`src/rtl/slice_adder_seq_pkg.sv`:
```
// Shared types and sizing helpers for the multi-cycle slice adder/subtractor.
package slice_adder_seq_pkg;

    typedef enum logic [1:0] {
        IDLE = 2'd0,
        RUN  = 2'd1,
        DONE = 2'd2
    } state_t;

    function automatic int num_slices(input int width, input int slice);
        return width / slice;
    endfunction

    // Slice counter width; a single-slice build still needs a one-bit counter.
    function automatic int cnt_width(input int width, input int slice);
        int n;
        n = width / slice;
        return (n <= 32'sd1) ? 32'sd1 : $clog2(n);
    endfunction

endpackage

```
`src/rtl/slice_adder_seq_if.sv`:
```
// Request/result bundle of the slice adder: operands in, handshake and result out.
interface slice_adder_seq_if #(
    parameter int WIDTH = 16
);
    logic             start;
    logic             sub;
    logic [WIDTH-1:0] a;
    logic [WIDTH-1:0] b;
    logic             busy;
    logic             done;
    logic [WIDTH:0]   result;
    logic             overflow;

    modport master (
        output start, sub, a, b,
        input  busy, done, result, overflow
    );

    modport slave (
        input  start, sub, a, b,
        output busy, done, result, overflow
    );
endinterface

```
`src/rtl/slice_adder_seq_ripple_slice.sv`:
```
// One-bit full-adder cell and the SLICE-bit ripple chain built from it.
module fa_cell (
    input  logic a,
    input  logic b,
    input  logic c_in,
    output logic o,
    output logic c_out
);
    assign o     = a ^ b ^ c_in;
    assign c_out = (a & b) | (c_in & (a ^ b));
endmodule

module ripple_slice #(
    parameter int SLICE = 8
) (
    input  logic [SLICE-1:0] a,
    input  logic [SLICE-1:0] b,
    input  logic             c_in,
    output logic [SLICE-1:0] o,
    output logic             c_out
);
    logic [SLICE:0] c_s;

    assign c_s[0] = c_in;
    assign c_out  = c_s[SLICE];

    for (genvar i = 0; i < SLICE; i++) begin : g_bit
        fa_cell u_fa (
            .a    (a[i]),
            .b    (b[i]),
            .c_in (c_s[i]),
            .o    (o[i]),
            .c_out(c_s[i+1])
        );
    end
endmodule

```
`src/rtl/slice_adder_seq.sv`:
```
// Multi-cycle WIDTH-bit add/subtract: one SLICE-bit ripple slice per clock, LSB first,
// with the inter-slice carry held in a register.
module slice_adder_seq
    import slice_adder_seq_pkg::*;
#(
    parameter int WIDTH = 16,
    parameter int SLICE = 8
) (
    input  logic             clock,
    input  logic             reset,
    slice_adder_seq_if.slave bus
);
    localparam int N   = num_slices(WIDTH, SLICE);
    localparam int CW  = cnt_width(WIDTH, SLICE);
    localparam int MSB = WIDTH - 1;
    localparam logic [CW-1:0] K_LAST = CW'(N - 1);

    state_t           state_r;
    state_t           state_s;
    logic [WIDTH-1:0] a_r;
    logic [WIDTH-1:0] b_r;
    logic             sub_r;
    logic             carry_r;
    logic [CW-1:0]    k_r;
    logic [WIDTH:0]   result_r;
    logic             ovf_r;
    logic             busy_r;
    logic             done_r;

    logic [SLICE-1:0] a_slice_s;
    logic [SLICE-1:0] b_slice_s;
    logic [SLICE-1:0] sum_s;
    logic             cout_s;
    logic             last_s;

    assign a_slice_s = a_r[int'(k_r) * SLICE +: SLICE];
    assign b_slice_s = b_r[int'(k_r) * SLICE +: SLICE];
    assign last_s    = (k_r == K_LAST);

    ripple_slice #(
        .SLICE(SLICE)
    ) u_slice (
        .a    (a_slice_s),
        .b    (b_slice_s),
        .c_in (carry_r),
        .o    (sum_s),
        .c_out(cout_s)
    );

    // Next-state logic of the IDLE -> RUN -> DONE sequencer.
    always_comb begin
        state_s = state_r;
        case (state_r)
            IDLE: begin
                if (bus.start) begin
                    state_s = RUN;
                end else begin
                    state_s = IDLE;
                end
            end
            RUN: begin
                if (last_s) begin
                    state_s = DONE;
                end else begin
                    state_s = RUN;
                end
            end
            DONE:    state_s = IDLE;
            default: state_s = IDLE;
        endcase
    end

    // State register plus registered busy/done derived from the next state.
    always_ff @(posedge clock or posedge reset) begin
        if (reset) begin
            state_r <= IDLE;
            busy_r  <= 1'b0;
            done_r  <= 1'b0;
        end else begin
            state_r <= state_s;
            busy_r  <= (state_s != IDLE);
            done_r  <= (state_s == DONE);
        end
    end

    // Operand capture, slice iteration and result/flag accumulation.
    always_ff @(posedge clock or posedge reset) begin
        if (reset) begin
            a_r      <= '0;
            b_r      <= '0;
            sub_r    <= 1'b0;
            carry_r  <= 1'b0;
            k_r      <= '0;
            result_r <= '0;
            ovf_r    <= 1'b0;
        end else begin
            case (state_r)
                IDLE: begin
                    if (bus.start) begin
                        // Subtraction is a + ~b + 1: invert B now, inject the +1 as carry-in.
                        a_r      <= bus.a;
                        b_r      <= bus.sub ? ~bus.b : bus.b;
                        sub_r    <= bus.sub;
                        carry_r  <= bus.sub;
                        k_r      <= '0;
                        result_r <= '0;
                        ovf_r    <= 1'b0;
                    end
                end
                RUN: begin
                    result_r[int'(k_r) * SLICE +: SLICE] <= sum_s;
                    carry_r <= cout_s;
                    k_r     <= k_r + CW'(1);
                    if (last_s) begin
                        result_r[WIDTH] <= cout_s ^ sub_r;
                        ovf_r <= (a_r[MSB] == b_r[MSB]) && (sum_s[SLICE-1] != a_r[MSB]);
                    end
                end
                DONE: begin
                    k_r <= '0;
                end
                default: begin
                    k_r <= '0;
                end
            endcase
        end
    end

    assign bus.busy     = busy_r;
    assign bus.done     = done_r;
    assign bus.result   = result_r;
    assign bus.overflow = ovf_r;

endmodule

```
`src/flat_wrapper.sv`:
```
// flat-port wrapper written by rule: the top's interface ports become plain ports
module slice_adder_seq_flat import slice_adder_seq_pkg::*;
#(
    parameter int WIDTH = 16,
    parameter int SLICE = 8
)
  (clock, reset, bus_start, bus_sub, bus_a, bus_b, bus_busy, bus_done, bus_result, bus_overflow);
  slice_adder_seq_if #(.WIDTH(WIDTH)) bus_i ();
  input  logic clock;
  input  logic reset;
  input wire logic [$bits(bus_i.start)-1:0] bus_start;
  input wire logic [$bits(bus_i.sub)-1:0] bus_sub;
  input wire logic [$bits(bus_i.a)-1:0] bus_a;
  input wire logic [$bits(bus_i.b)-1:0] bus_b;
  output wire logic [$bits(bus_i.busy)-1:0] bus_busy;
  output wire logic [$bits(bus_i.done)-1:0] bus_done;
  output wire logic [$bits(bus_i.result)-1:0] bus_result;
  output wire logic [$bits(bus_i.overflow)-1:0] bus_overflow;
  assign bus_i.start = bus_start;
  assign bus_i.sub = bus_sub;
  assign bus_i.a = bus_a;
  assign bus_i.b = bus_b;
  assign bus_busy = bus_i.busy;
  assign bus_done = bus_i.done;
  assign bus_result = bus_i.result;
  assign bus_overflow = bus_i.overflow;
  slice_adder_seq #(.WIDTH(WIDTH), .SLICE(SLICE)) u_core (.clock(clock), .reset(reset), .bus(bus_i));
endmodule
```
`config.mk`:
```
export PLATFORM = sky130hd
export DESIGN_NAME = slice_adder_seq_flat
export DESIGN_NICKNAME = d
export VERILOG_FILES = /design/src/rtl/slice_adder_seq_pkg.sv /design/src/rtl/slice_adder_seq_if.sv /design/src/rtl/slice_adder_seq_ripple_slice.sv /design/src/rtl/slice_adder_seq.sv /design/src/flat_wrapper.sv
export SDC_FILE = /design/constraint.sdc
export NUM_CORES = 1
export LEC_CHECK = 0
export CORE_MARGIN = 2
export CORE_UTILIZATION = 45
export CTS_CLUSTER_SIZE = 14
export DETAILED_ROUTE_END_ITERATION = 12
export GPL_ROUTABILITY_DRIVEN = 0
export PLACE_DENSITY = 0.72
export SLEW_MARGIN = 20
export SYNTH_ARGS = -nofsm -noshare
export SYNTH_HDL_FRONTEND = slang
export SYNTH_SLANG_ARGS = --single-unit
```
`constraint.sdc`:
```
create_clock -name clock -period 5.25 [get_ports clock]
set_input_delay 0.7875 -clock clock [delete_from_list [all_inputs] [get_ports clock]]
set_output_delay 0.7875 -clock clock [all_outputs]
set_load 0.01 [all_outputs]
```
Run 1, register map, names as in the netlist:
Scale: 8 px per µm. Other sequential cells in the stronger gray, the rest of the logic in the fainter gray.
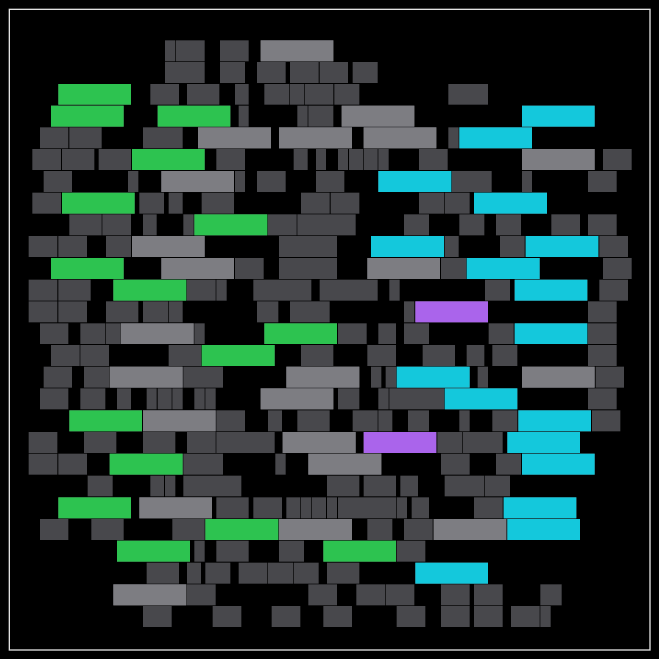
- u_core.state_r: purple (flops 2)
- u_core.bus.result: cyan (flops 17)
- u_core.a_r: green (flops 16)
- not colored: 22

Run 1, placed cells, one color a class:
Scale: 3 px per µm.
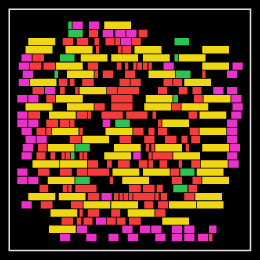
- combinational and other logic: red (cells 130)
- flops: yellow (cells 57)
- other buffers and delay cells: magenta (cells 58)
- clock drivers and dummy loads: green (cells 14)

Run 1, placed standard cells:
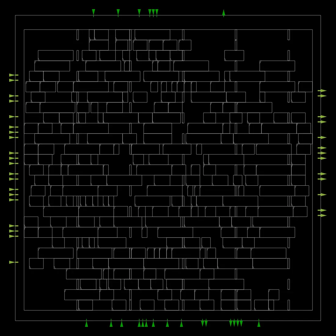
fill cell total of the finished layout: 477
Core Area: 0.005540 mm²
count of placed standard cells in the final layout, fillers left out: 331
number of standard-cell rows in the floorplan: 27
final core utilization: 60.25%

Run 1, the metal 3 layer:
Scale: 4 px per µm.
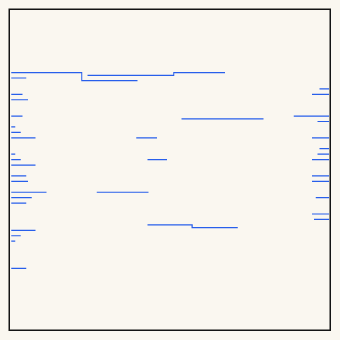
- wire length on this layer: 247 µm
- longest straight run: 21.4 µm
- main direction: horizontal
- nets with wire on the layer: 35

==> metrics.sh, run 1 <==
RUN_STATUS='completed'
TOTAL_POWER_mW=2.150
CTS_MADE_BUFFERS=9
PWR.GROUP.COMBINATIONAL_mW=1.05
WORST-PATH-MAX-FANOUT=13
INTERNAL-POWER_mW=1.356
GRT_PASS1_VIAS=1608
SYNTH_TOP_CELLS_BY_COUNT='57 x dfrtp_1, 20 x mux2_2, 20 x nor2_1'
FLOP_AREA_MM2=0.001426
SEQ_POWER_SHARE_PCT=36.4
DRT-MET1-WL_MM=2.334
MIN_TO='u_core.bus.result[11]'
REG2REG_PATH_DEPTH=13
NUMPORTBUFFERS=55
NUMBER_OF_CELLS_PRODUCED_BY_SYNTHESIS=198
TIMING.MAX_SLEW.REL_SLACK_PCT=32.54
COMB.MULTI_INPUT.COUNT=124
POWER_FRAC_COMB_PCT=48.9
FLOORPLAN.NETS=242
CHIPHEIGHT_UM=79.90
TIGHTESTPINTRANSITION_PS=1009
MI_LOGIC_AREA_MM2=0.001082
POST_SYNTH_FA_HA_MAJ_AREA_FRACTION_PCT=6.178
HIGHEST-SIGNAL-LAYER='met4'
POST_CTS.RESIZED_INSTANCES=0
POST-CTS-SETUP-BUFFER-COUNT=0
FINAL.SETUP_SKEW_PS=6.941
DRT.ANTENNA.VIOLATING_NETS=0
R2R_SETUP_SLACK_PS=710
CP.REQUIRED_PS=5460
SYNTHXORXNORAREAFRAC_PCT=5.743
WORSTSETUPENDPOINTTYPE='flip-flop'
SETUP-VIOLATIONS-FINAL=0
FINALWORSTPATHREQUIREDPERIOD_PS=4536
CRITICAL_PATH.STARTPOINT='u_core.k_r'
SH_SEQ_AREA_PCT=42.73
MAXPOWERGROUP='combinational logic'
POST_SYNTH_AND_OR_NAND_NOR_AREA_FRACTION_PCT=5.647
SYNTH-COMPOUND-AREA-SHARE_PCT=10.04
DRT_ITER0_MARKERS=69
TOP_USAGE_LAYER='met1'
HOLDCRITSTARTPOINT='u_core.bus.result[11]'
WIRE_LENGTH_REPORTED_BY_THE_DETAILED_ROUTER_MM=4.663
MAPPEDNETLISTAREA_MM2=0.002592
SEQ-POWER_mW=0.782
SYNTH-SEQ-AREA-SHARE_PCT=55.02
SETUP_REPAIR_AFTER_GLOBAL_ROUTING_MISSED_ITS_MARGIN='false'
ASYNC_SET_RESET_FLOP_SHARE_OUT_OF_SYNTHESIS_PCT=100.0
1ST_PASS_ROUTER_ITERATIONS=4
NNONCLKINVERTERS=6
CRIT_SLOWEST_CELL='dfrtp_1'
DP_HPWL_MM=3.292
PLACEMENT.CELL_AREA_MM2=0.003194
SYNTHDOMINANTAREACELLTYPE='dfrtp_1'
CLK_PATH_BUF_DEPTH=2
YS_DOMINANT_REG_CELL='dfrtp_1'
FINALINSTANCEAREA_MM2=0.003338
FINALWORSTSETUPSLACK_PS=713.9
YOSYSCELLCOUNT=198
CLOCK_SINKS=57
GROUTE.USAGE.OVERALL_PCT=16.74
AREA_DOMINANT_CLASS='flip-flops and latches'
CLK_LATENCY_PS=320
ROOT_BUFFER='clkbuf_8'
CP.DEPTH=13
GLOBALROUTEMET1UTIL_PCT=24.14
MOST_COMMON_CELL_AFTER_LAYOUT_FILL_AND_TAPS_ASIDE='dfrtp_1'
IR_WORST_VDD_uV=247.6
SYNTH_LARGEST_TYPE_AREA_FRACTION_PCT=55.02
GRT_MAX_DEGREE=58
SETUP.WORST_PATH.CLASS='reg2reg'
FINAL.HOLD.WORST_SLACK_PS=489.9
PROPORTION_OF_TOTAL_POWER_DUE_TO_NET_SWITCHING_PCT=36.94
SYNTH-SEQ-CELLS=57
CORE_UTIL_FLOORPLAN_PCT=46.79
NUMSEQUENTIALCELLS=57
NUMBER_OF_FLIP_FLOPS_IN_THE_LARGEST_REGISTER=17
ROUTE.MET2.WL_MM=2.030
POWERDENSITY_mW_PER_MM2=644.0
BUFFERS_EXCL_CLOCK=58
ANTENNA_FOUND_INITIAL=0
FRACTION_OF_CELL_AREA_IN_NON_CLOCK_BUFFERS_PCT=17.17
P_R_AREA_GROWTH_VS_SYN_PCT=28.76
YS_TOP_LOGIC_FAMILY='multiplexers'
HOLDBUFCOUNTCTS=0
FIN_NETS=300
MOST_COMMON_CELL='dfrtp_1'
NWELLTAPS=72
DIODES=0
CRITICAL-PATH-TOP-CELL-BY-COUNT='fa_1'
LAYOUT_TOP_CELLS='57 x dfrtp_1, 55 x clkdlybuf4s50_1, 20 x mux2_2, 20 x nor2_1, 17 x a21oi_1'
SETUP.WORST_PATH.START_CLASS='flip-flop'
WL_MET3_UM=246
CP_DATA_ARRIVAL_TIME_PS=4750
TIMING.MAX_CAP.VIOLATIONS=0
WARNINGS=26
CLKCELLAREAFRAC_PCT=4.310
TIMING.CRITICAL_PATH.CELLS='mux2i_1, fa_1, fa_1, fa_1, fa_1, fa_1, fa_1, inv_1, fa_1, fa_1, nand2b_1, o22ai_1, a22o_2'
SYNTH-AREA-YOSYS_MM2=0.002592
DR_TOTAL_VIAS=1625
POST_SYNTH_MAIN_AREA_CONTRIBUTORS='dfrtp_1 55%, mux2_2 8.7%, fa_1 6.2%, xnor2_1 5.4%, mux2i_1 5.0%'
MUX_AREA_SHARE_PCT=14.14
SYNTH-EDFF-COUNT=0
POST-ROUTE-PERIOD-UTIL_PCT=86.40
REG2REG_FROM='u_core.k_r'
TRITONCTS='done'
LAYOUT-DRIVE-GT1-SHARE_PCT=16.60
DRT-WIRELENGTH-PER-CELL_UM=14.09
GRT.OVERFLOW.TOTAL=0
FLOORPLAN.IO_PINS=56
USE_MET2_PCT=23.25
CLOCK_POWER_SHARE_PCT=14.8
DIE_AREA_MM2=0.006384
POST_ROUTE_SETUP_TNS_PS=0
HOLD_PATH_CLASS='reg2reg'
DIE_WIDTH_UM=79.90
R2R_END='u_core.bus.overflow'
DP_CELLS=317
MAXCLOCKFREQUENCY_GHz=0.2205
CRITICAL_PATH.MAX_STAGE_DELAY_PS=730
WORST_SETUP_PATH_ENDPOINT='u_core.bus.overflow'
GROUTE.LAYER.MET3.USAGE_PCT=5.543
HOLDPATHSTAGES=1
NCLKBUFFERS=13
YOSYS_WARNINGS=0
DRC=0
SYN_AVG_CELL_AREA_UM2=13.09
POWERCLK_mW=0.318
Run 1, routed metal, one color a layer:
Scale: 4 px per µm. Two of the layers only.
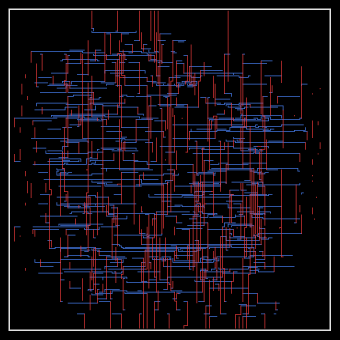

==> run 2: changes to the inputs <==
- RECOVER_POWER: not set -> 100
Run 2, routed metal, one color a layer:
Scale: 4 px per µm. Two of the layers only.
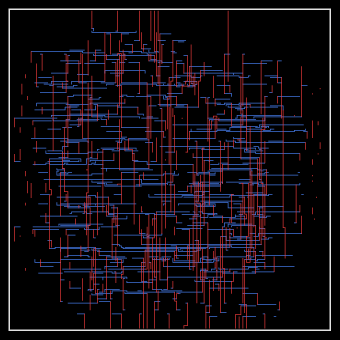
- metal 2: red (wire length 2040 µm)
- metal 1: blue (wire length 2340 µm)

==> run 2 against run 1 <==
The flow now finishes with violations (capacitance limit, slew limit). Largest cell class unchanged. Global-route usage did not move. Utilization fell by 0.45 points. Largest power group unchanged. Critical path depth did not move. Clock power barely moved. Clock-buffer cell count did not move. Wire length rose by 0.32%. Power fell by 1.3%. Combinational power barely moved. Sequential share of layout area rose by 0.32 points. Fmax rose by 0.35%.
==> metrics.sh, run 2 <==
CRITICAL-PATH-TOP-CELL-BY-COUNT='fa_1'  # unchanged
CP.DEPTH=13  # unchanged
BUFFERS_EXCL_CLOCK=58  # unchanged
POST-ROUTE-PERIOD-UTIL_PCT=86.10  # was 86.40%
CP.REQUIRED_PS=5460  # about the same
NCLKBUFFERS=13  # unchanged
CORE_UTIL_FLOORPLAN_PCT=46.79  # unchanged
NUMBER_OF_CELLS_PRODUCED_BY_SYNTHESIS=198  # unchanged
NUMBER_OF_FLIP_FLOPS_IN_THE_LARGEST_REGISTER=17  # unchanged
DRC=0  # unchanged
ROOT_BUFFER='clkbuf_8'  # unchanged
SYNTHDOMINANTAREACELLTYPE='dfrtp_1'  # unchanged
POWERDENSITY_mW_PER_MM2=640.2  # was 644.0 mW/mm²
POWER_FRAC_COMB_PCT=48.4  # was 48.9%
YS_TOP_LOGIC_FAMILY='multiplexers'  # unchanged
DIE_WIDTH_UM=79.90  # unchanged
FRACTION_OF_CELL_AREA_IN_NON_CLOCK_BUFFERS_PCT=17.07  # was 17.17%
TIMING.MAX_CAP.VIOLATIONS=2  # was 0
INTERNAL-POWER_mW=1.334  # was 1.356 mW
POST_SYNTH_AND_OR_NAND_NOR_AREA_FRACTION_PCT=5.647  # unchanged
CORE_AREA_MM2=0.005540  # unchanged
SYNTH-COMPOUND-AREA-SHARE_PCT=10.04  # unchanged
TOP_USAGE_LAYER='met1'  # unchanged
DRT-MET1-WL_MM=2.340  # was 2.334 mm
WIRE_LENGTH_REPORTED_BY_THE_DETAILED_ROUTER_MM=4.678  # was 4.663 mm
WARNINGS=26  # unchanged
ROWS=27  # unchanged
DRT_ITER0_MARKERS=78  # was 69
HIGHEST-SIGNAL-LAYER='met4'  # unchanged
FLOORPLAN.NETS=242  # unchanged
PLACEMENT.CELL_AREA_MM2=0.003194  # unchanged
MUX_AREA_SHARE_PCT=14.14  # unchanged
POST_SYNTH_MAIN_AREA_CONTRIBUTORS='dfrtp_1 55%, mux2_2 8.7%, fa_1 6.2%, xnor2_1 5.4%, mux2i_1 5.0%'  # unchanged
MOST_COMMON_CELL='dfrtp_1'  # unchanged
RUN_STATUS='complete, but fails checks'  # was completed
REG2REG_PATH_DEPTH=13  # unchanged
CLK_PATH_BUF_DEPTH=2  # unchanged
FINALWORSTSETUPSLACK_PS=729.5  # was 713.9 ps
CRITICAL_PATH.STARTPOINT='u_core.k_r'  # unchanged
GLOBALROUTEMET1UTIL_PCT=24.14  # unchanged
WORST-PATH-MAX-FANOUT=13  # unchanged
SETUP.WORST_PATH.START_CLASS='flip-flop'  # unchanged
ROUTE.MET2.WL_MM=2.040  # was 2.030 mm
COMB.MULTI_INPUT.COUNT=124  # unchanged
DRT-WIRELENGTH-PER-CELL_UM=14.13  # was 14.09 µm
MAXPOWERGROUP='combinational logic'  # unchanged
USE_MET2_PCT=23.25  # unchanged
AREA_DOMINANT_CLASS='flip-flops and latches'  # unchanged
ASYNC_SET_RESET_FLOP_SHARE_OUT_OF_SYNTHESIS_PCT=100.0  # unchanged
WORSTSETUPENDPOINTTYPE='flip-flop'  # unchanged
SETUP_REPAIR_AFTER_GLOBAL_ROUTING_MISSED_ITS_MARGIN='false'  # unchanged
DP_CELLS=317  # unchanged
NUMPORTBUFFERS=55  # unchanged
GROUTE.USAGE.OVERALL_PCT=16.74  # unchanged
CHIPHEIGHT_UM=79.90  # unchanged
SYNTH-SEQ-CELLS=57  # unchanged
TIMING.MAX_SLEW.REL_SLACK_PCT=-97.01  # was 32.54%
DRT.ANTENNA.VIOLATING_NETS=0  # unchanged
SLEW_VIOL_FINAL=108  # was 0
FAILED_CHECKS='capacitance limit, slew limit'
HOLDCRITSTARTPOINT='u_core.bus.result[11]'  # unchanged
TIGHTESTPINTRANSITION_PS=2955  # was 1009 ps
FLOORPLAN.IO_PINS=56  # unchanged
TOTAL_POWER_mW=2.121  # was 2.150 mW
LAYOUTNONFILLERINSTCOUNT=331  # unchanged
PROPORTION_OF_TOTAL_POWER_DUE_TO_NET_SWITCHING_PCT=37.09  # was 36.94%
SEQ-POWER_mW=0.776  # was 0.782 mW
MAPPEDNETLISTAREA_MM2=0.002592  # unchanged
PWR.GROUP.COMBINATIONAL_mW=1.03  # was 1.05 mW
LAYOUT_TOP_CELLS='57 x dfrtp_1, 33 x clkdlybuf4s50_1, 22 x dlygate4sd3_1'  # was 57 x dfrtp_1, 55 x clkdlybuf4s50_1, 20 x mux2_2, 20 x nor2_1, 17 x a21oi_1
CLOCK_POWER_SHARE_PCT=15.0  # was 14.8%
CP_DATA_ARRIVAL_TIME_PS=4730  # was 4750 ps
SYNTH-EDFF-COUNT=0  # unchanged
SYNTH_LARGEST_TYPE_AREA_FRACTION_PCT=55.02  # unchanged
MAXCLOCKFREQUENCY_GHz=0.2212  # was 0.2205 GHz
NUMSEQUENTIALCELLS=57  # unchanged
TRITONCTS='done'  # unchanged
SEQ_POWER_SHARE_PCT=36.6  # was 36.4%
Run 2, placed standard cells:
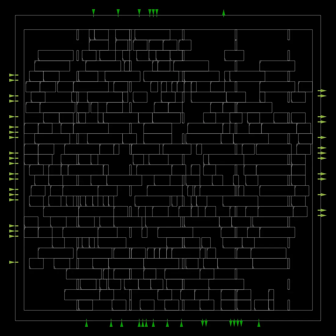
number of tapcells: 72
final core utilization: 59.80%

Power and IR drop assume default switching activity.
